**Signal wires by layer**

Two of the layers only.
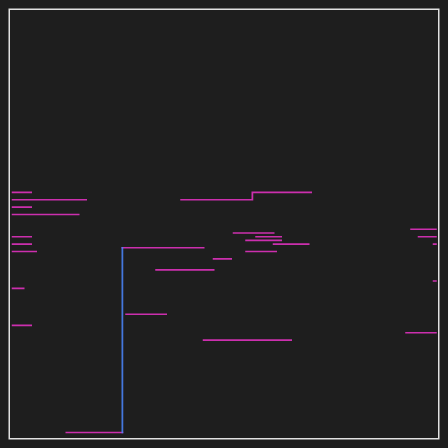
**Signal wires on met2**

Cells faint in the background.
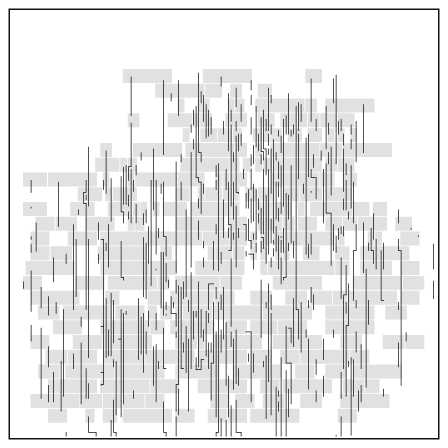
**Sizing map**

Scale bar: 20 um.
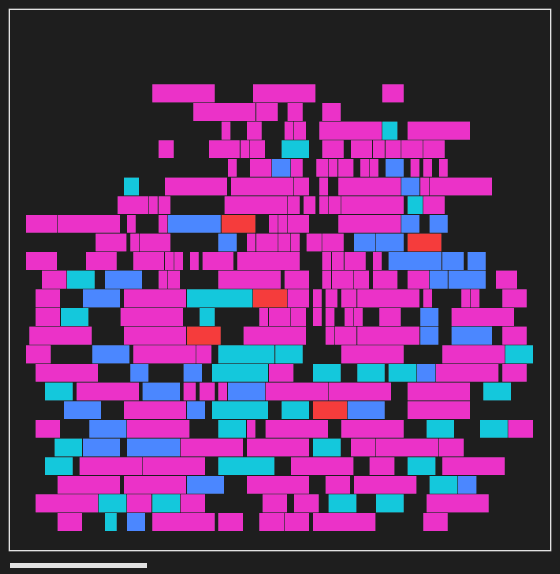
**Clock wiring as the flow saved it**

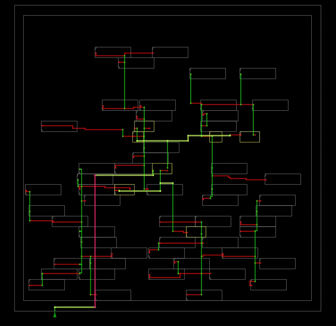
## src/rtl/disp_pkg.sv

```systemverilog
// Shared types and defaults for the multiplexed 7-segment scan controller.
// No logic; compile-time definitions only.
// No flow control.
package disp_pkg;

   typedef enum logic {S_BLANK, S_SHOW} scan_state_t;

   localparam int DISP_N_DIGITS     = 4;
   localparam int DISP_REFRESH_DIV  = 50000;
   localparam int DISP_BLANK_CYCLES = 500;

   // Digit index width; a single-digit display still needs a 1-bit index.
   function automatic int dig_width(input int n);
      return (n > 1) ? $clog2(n) : 1;
   endfunction

endpackage

```

## src/rtl/disp_slot_timer.sv

```systemverilog
// Slot counter and digit index: tells the top which digit is scanned and whether it is blanked.
// state/dig valid from the first cycle after reset; frame_end decoded from registers.
// Free-running; no flow control.
module disp_slot_timer
   import disp_pkg::*;
#(
   parameter int N_DIGITS     = DISP_N_DIGITS,
   parameter int REFRESH_DIV  = DISP_REFRESH_DIV,
   parameter int BLANK_CYCLES = DISP_BLANK_CYCLES,
   localparam int DIG_W       = dig_width(N_DIGITS),
   localparam int CNT_W       = $clog2(REFRESH_DIV)
) (
   input  logic             clk,
   input  logic             rst_n,
   output logic [DIG_W-1:0] dig,
   output scan_state_t      state,
   output logic             frame_end
);

   localparam logic [CNT_W-1:0] CNT_MAX = CNT_W'(REFRESH_DIV - 1);
   localparam logic [CNT_W-1:0] BLANK_C = CNT_W'(BLANK_CYCLES);
   localparam logic [DIG_W-1:0] DIG_MAX = DIG_W'(N_DIGITS - 1);

   logic [CNT_W-1:0] cnt_q, cnt_nxt;
   logic [DIG_W-1:0] dig_q, dig_nxt;
   scan_state_t      state_q, state_nxt;

   // State register: slot counter, digit index and blank/show phase.
   always_ff @(posedge clk or negedge rst_n) begin
      if (!rst_n) begin
         cnt_q   <= '0;
         dig_q   <= '0;
         state_q <= S_BLANK;
      end else begin
         cnt_q   <= cnt_nxt;
         dig_q   <= dig_nxt;
         state_q <= state_nxt;
      end
   end

   // Next state: count through the slot, advance the digit on wrap; the phase follows the next count.
   always_comb begin
      cnt_nxt = cnt_q + 1'b1;
      dig_nxt = dig_q;
      if (cnt_q == CNT_MAX) begin
         cnt_nxt = '0;
         dig_nxt = (dig_q == DIG_MAX) ? '0 : dig_q + 1'b1;
      end
      state_nxt = (cnt_nxt < BLANK_C) ? S_BLANK : S_SHOW;
   end

   // Outputs: decoded from registers only.
   always_comb begin
      dig       = dig_q;
      state     = state_q;
      frame_end = (dig_q == DIG_MAX) && (cnt_q == CNT_MAX);
   end

endmodule

```

## src/rtl/disp_scan_ctrl.sv

```systemverilog
// Scan controller: shows one nibble at a time with active-low digit enables, blanking and zero suppression.
// load -> pending next cycle; new value on nibble at the first cycle of the next frame.
// No backpressure; a newer load overwrites an unapplied one.
module disp_scan_ctrl
   import disp_pkg::*;
#(
   parameter int N_DIGITS     = DISP_N_DIGITS,
   parameter int REFRESH_DIV  = DISP_REFRESH_DIV,
   parameter int BLANK_CYCLES = DISP_BLANK_CYCLES
) (
   input  logic                  clk,
   input  logic                  rst_n,
   input  logic                  load,
   input  logic [4*N_DIGITS-1:0] value,
   input  logic                  lzb,
   output logic [3:0]            nibble,
   output logic [N_DIGITS-1:0]   an_n,
   output logic                  pending,
   output logic                  frame_done
);

   localparam int DIG_W = dig_width(N_DIGITS);

   logic [DIG_W-1:0]      dig;
   scan_state_t           state;
   logic                  frame_end;
   logic [4*N_DIGITS-1:0] active_q, shadow_q;
   logic                  pending_q;
   logic                  lzb_q;
   logic [N_DIGITS-1:0]   sup;
   logic                  all_zero;

   disp_slot_timer #(
      .N_DIGITS     (N_DIGITS),
      .REFRESH_DIV  (REFRESH_DIV),
      .BLANK_CYCLES (BLANK_CYCLES)
   ) u_timer (
      .clk       (clk),
      .rst_n     (rst_n),
      .dig       (dig),
      .state     (state),
      .frame_end (frame_end)
   );

   // Value capture: loads park in shadow and apply at the frame boundary so a frame never tears.
   always_ff @(posedge clk or negedge rst_n) begin
      if (!rst_n) begin
         active_q  <= '0;
         shadow_q  <= '0;
         pending_q <= 1'b0;
         lzb_q     <= 1'b0;
      end else begin
         lzb_q <= lzb;
         if (load) begin
            shadow_q <= value;
            if (frame_end) begin
               active_q  <= value;
               pending_q <= 1'b0;
            end else begin
               pending_q <= 1'b1;
            end
         end else if (frame_end && pending_q) begin
            active_q  <= shadow_q;
            pending_q <= 1'b0;
         end
      end
   end

   // Suppression mask: digit i>0 is suppressed when it and every higher digit are zero.
   always_comb begin
      sup      = '0;
      all_zero = 1'b1;
      for (int i = N_DIGITS - 1; i >= 1; i--) begin
         all_zero = all_zero & (active_q[4*i +: 4] == 4'h0);
         sup[i]   = all_zero;
      end
   end

   // Output decode: nibble tracks the scanned digit, its enable drops only in the show phase.
   always_comb begin
      nibble     = active_q[4*int'(dig) +: 4];
      an_n       = '1;
      if (state == S_SHOW && !(lzb_q && sup[dig])) begin
         an_n[dig] = 1'b0;
      end
      pending    = pending_q;
      frame_done = frame_end;
   end

endmodule

```

## config.mk

```make
export PLATFORM = sky130hd
export DESIGN_NAME = disp_scan_ctrl
export DESIGN_NICKNAME = d
export VERILOG_FILES = /design/src/rtl/disp_pkg.sv /design/src/rtl/disp_slot_timer.sv /design/src/rtl/disp_scan_ctrl.sv
export SDC_FILE = /design/constraint.sdc
export NUM_CORES = 1
export LEC_CHECK = 0
export CORE_MARGIN = 2
export CORE_UTILIZATION = 45
export CTS_CLUSTER_DIAMETER = 120
export DETAILED_ROUTE_END_ITERATION = 7
export PLACE_DENSITY = 0.78
export SLEW_MARGIN = 20
export SYNTH_ARGS = -nofsm -noshare
export SYNTH_HDL_FRONTEND = slang
export SYNTH_SLANG_ARGS = --single-unit
```

## constraint.sdc

```tcl
create_clock -name clk -period 2.5 [get_ports clk]
set_input_delay 0.5 -clock clk [delete_from_list [all_inputs] [get_ports clk]]
set_output_delay 0.5 -clock clk [all_outputs]
set_load 0.005 [all_outputs]
```

==> run notes <==
In the log, the iteration count for the first detailed-route pass is 4. The worst VDD IR drop from the latest analysis is 0.266 mV. CTS built an H-tree with a depth of 2. The clock tree root driver cell is sky130_fd_sc_hd__clkbuf_8. The post-route worst hold slack was 0.305 ns.

The tools report the headroom to the max-slew limit as 54.1%. The transition time recorded at the tightest slew-check pin is 0.687 ns. Synthesis produced 201 cells.

The final antenna diode tally reported by the flow is 0. The capture point of the critical path was reported as frame_done. Static timing analysis puts the maximum clock frequency at 421 MHz. The depth of the most critical reg-to-reg path is 6.

The post-route non-filler standard cell count is 316. The critical path is of the flip-flop to output pin type. TritonCTS built the clock tree. The total of max-cap violations is 0.

Per the synthesis report, the number of distinct cell types is 37. The areal power density over the cells works out to 467 mW/mm^2. With the last weighted congestion value of the routability-driven placer at 0.825, the via count of the first global-routing pass is 1685. The flow inserted 72 tap cells. The switching fraction of total power came out at 22.0%. OpenSTA, run right after detailed placement, puts the worst setup slack at 0.0858 ns. The flow ran to the end, and the final reports show no timing, DRC or antenna violations. Yosys reported that registers with async set or reset make up 100%.

The share of the core filled with cells in the final layout is 56.9%, and the signal arrival time at the worst endpoint is 1.88 ns. The run gives 0.00115 mm^2 for the area of the multi-input gates. Setup repair after global routing left no endpoint under its margin. Sequential-to-total area share from yosys stat: 52.7%. The script parses the final routing iteration and logs DRC violations as 0. For reference, the critical path cell chain is or4bb_4 -> nor4_4 -> and2_4 -> dlygate4sd2_1. The clock network contribution to total cell area is 2.75%, and the met3 global-route usage is 4.77%. The placement stage leaves a total instance area of 0.00291 mm^2.

The delay of the slowest cell on the worst path works out to 0.55 ns. The warning total across the stage logs came out at 29. In the layout the commonest cells are sky130_fd_sc_hd__dfrtp_1 (52), sky130_fd_sc_hd__clkdlybuf4s50_1 (23), sky130_fd_sc_hd__mux2_2 (22), sky130_fd_sc_hd__nor2_1 (19), sky130_fd_sc_hd__buf_4 (15). Total of cells resized after clock tree synthesis: 4. The number of cells on the critical path was 4; the number of synthesis warnings was 0. Per the GRT log, the top usage layer is met2. After layout, the minimum clock period comes to 2.38 ns. The relative contribution of sequential cells to total power was 61.6%; the netlist area before placement was 0.00252 mm^2.

According to the floorplan report, the placeable core area is 0.00544 mm^2. The slowest stage of the critical path belongs to the cell sky130_fd_sc_hd__or4bb_4. The post-synthesis register bit count was 53; the fraction of the cycle the final worst path needs was 95.0%. In this run the horizontal extent of the chip is 78.8 um.

For the met1 track demand over resource in global routing, the log shows 24.5%. Broken down by cell family, the worst path's largest delay share belongs to simple AND/OR/NAND/NOR gates. Once detail routing completed, the nets flagged for antenna violations numbered 0.

The met1 wire length is 2300 um, and the count of filler cells inserted in the layout is 448. After layout, the design draws a total of 1.44 mW. The first global-routing pass estimated 8340 um of wire.

Looking at the worst setup and hold paths, the clock pins of their registers show a slew of 0.09 ns. The total negative slack for setup checks was 0 ns. Wire segments on met2 add up to 2230 um in the final route. In this run the register-to-register setup slack is 0.38 ns.

The tightest min-delay check is of the primary input to async pin type. The internal power consumption is 1.13 mW. In the floorplan report the effective utilization is 46.3%. The clock network fraction of design power was 32.2%; the cell count listed in synth_stat.txt was 201. The number of port buffers came out at 29. By area, flip-flops and latches come first. The tools report the final net count as 269. The run gives 132 for the multi-input combinational cell count. Commonest register cell after synthesis: sky130_fd_sc_hd__dfrtp_1. Multi-input gates account for 37.3% of the area. Across the whole layout, storage elements make up 42.9% of the cell area.

The power report puts the net switching power at 0.317 mW. The data required time reported for the critical path is 2.00 ns. The floorplan has 27 rows.

After layout, the inverter instance count without clock inverters stands at 8. The uppermost signal routing layer after detailed routing was met4. The final timing report lists a hold violation count of 0. The quantity of hold-fixing buffers added after cts was 0; the post-CTS setup buffer count was 6. The flow reports that combinational logic draws 6.2% of the design power.

The die is 78.8 um tall. Note, the detailed placer reported a final HPWL of 3240 um. Entering global routing, the biggest net connects 54 pins. Among logic cells in the layout, the one with the most instances is sky130_fd_sc_hd__dfrtp_1.

The number of nets handed over by synthesis was 226. The tools report the detailed router's first-iteration violation count as 92. Per the placement report, the placed cell count is 302. Dividing the synthesized area by the synthesized cell count gives 12.5 um^2.

The later-pin clock latency in the skew report is 0.30 ns, and the proportion of final cell area spent on non-clock buffers is 13.1%. The fraction of final layout cells sized beyond drive strength 1 is 29.5%, and the max-slew violation count is 0. The terminus of the critical flop-to-flop path was active_q[6]$_DFFE_PN0P_. The worst setup path is launched from a flip-flop. The die outline area is 0.00621 mm^2, and the footprint of the flip-flops and latches is 0.00133 mm^2. The global route stage reports its total congestion overflow as 0. The tools report the count of boundary I/O pins as 30. After detailed routing, the number of vias per cell comes to 5.25. The detailed route wirelength on metal3 was 181 um. The peak fanout along the critical path is 2, and the clock tree buffer depth is 2. The startpoint of the worst register-to-register path was u_timer.cnt_q[12]$_DFF_PN0_. The leakage power summed over all cells came out at 1.40 nW.

Buffer and inverter count on the worst path: 1. For the number of buffers created by CTS, the log shows 5. The tools report the sort of element at the end of the critical path as an output pin. The number of failing setup endpoints in the final timing report came out at 0. The count of flip-flops with a built-in enable after synthesis works out to 0.

The stat command in Yosys gives a chip area of 0.00252 mm^2. The tools report the critical path launch point as u_timer.cnt_q[12]$_DFF_PN0_. The largest registers in the layout are active_q: 16 flops, shadow_q: 16 flops, u_timer.cnt_q: 16 flops. The number of antenna violations at the first check in global routing was 0.
Back to the opening pictures, 'signal wires by layer':
color	layer	wire length
magenta	metal 3	182 um
blue	metal 4	34.0 um
average wire length per cell after detail routing: 15.0 um
total number of vias: 1660
total length of routed wires: 4750 um
All-Layer GR Usage: 17.3%

Back to the opening pictures, 'signal wires on met2':
nets with wire on the layer	231
main direction	vertical
longest straight run	37.4 um
met2 capacity usage during global routing: 26.3%

Back to the opening pictures, 'sizing map':
color	size	cells	share	most used
blue	_3 and _4 cells	34	14%	buf_4
magenta	_0 and _1 cells	172	70%	dfrtp_1
cyan	_2 cells	33	14%	mux2_2
red	_6 and larger	5	2.0%	clkbuf_8
summed area of non-filler cells in the final layout: 0.00309 mm^2
Final WS setup: 0.124 ns
number of non-clock buffers in the layout: 44
area overhead of the layout relative to synthesis: 22.9%

Back to the opening pictures, 'clock wiring as the flow saved it':
count of clock buffers in the final design: 5
Clock Sink Count: 53
total number of sequential cells: 53
worst clock skew on the final layout: 0.00658 ns

==> cell families (layout without fill, tap and decap cells) <==
logic type               after synthesis  after routing  share of synthesized area, %
XOR/XNOR                              16             16                          5.57
AND/OR/NAND/NOR                       63             63                          13.1
buffers and inverters                 16             59                          3.03
flip-flops                            53             53                          52.7
AND-OR/OR-AND                         11             11                          3.33
multiplexers                          37             37                          19.8
adder cells (fa/ha/maj)                5              5                          2.49
==> power groups by stage <==
| stage | logic (mW) | registers (mW) | clock network [mW] |
|---|---|---|---|
| floorplan | 0.0380 | 0.904 | 0 |
| global placement | 0.0900 | 0.905 | 0 |
| detailed placement | 0.0921 | 0.906 | 0 |
| CTS | 0.0924 | 0.890 | 0.481 |
| global route | 0.101 | 0.892 | 0.517 |
| finish | 0.0895 | 0.889 | 0.466 |
==> synth_stat cells, types with 3 or more instances <==
cell,count,area share (%)
sky130_fd_sc_hd__mux4_2,4,3.6
sky130_fd_sc_hd__nand3_1,5,0.99
sky130_fd_sc_hd__inv_1,8,1.2
sky130_fd_sc_hd__nand4_1,7,1.7
sky130_fd_sc_hd__mux2_2,22,9.8
sky130_fd_sc_hd__nor4_1,3,0.75
sky130_fd_sc_hd__clkbuf_1,4,0.60
sky130_fd_sc_hd__xor2_1,6,2.1
sky130_fd_sc_hd__xnor2_1,10,3.5
sky130_fd_sc_hd__nand2_1,15,2.2
sky130_fd_sc_hd__dfrtp_1,53,53
sky130_fd_sc_hd__o21ai_0,4,0.80
sky130_fd_sc_hd__mux2_4,10,6.0
sky130_fd_sc_hd__nor2_1,19,2.8
sky130_fd_sc_hd__nor3_1,3,0.60
sky130_fd_sc_hd__ha_1,5,2.5
No activity file was given, so power comes from the tool's default toggle rates.
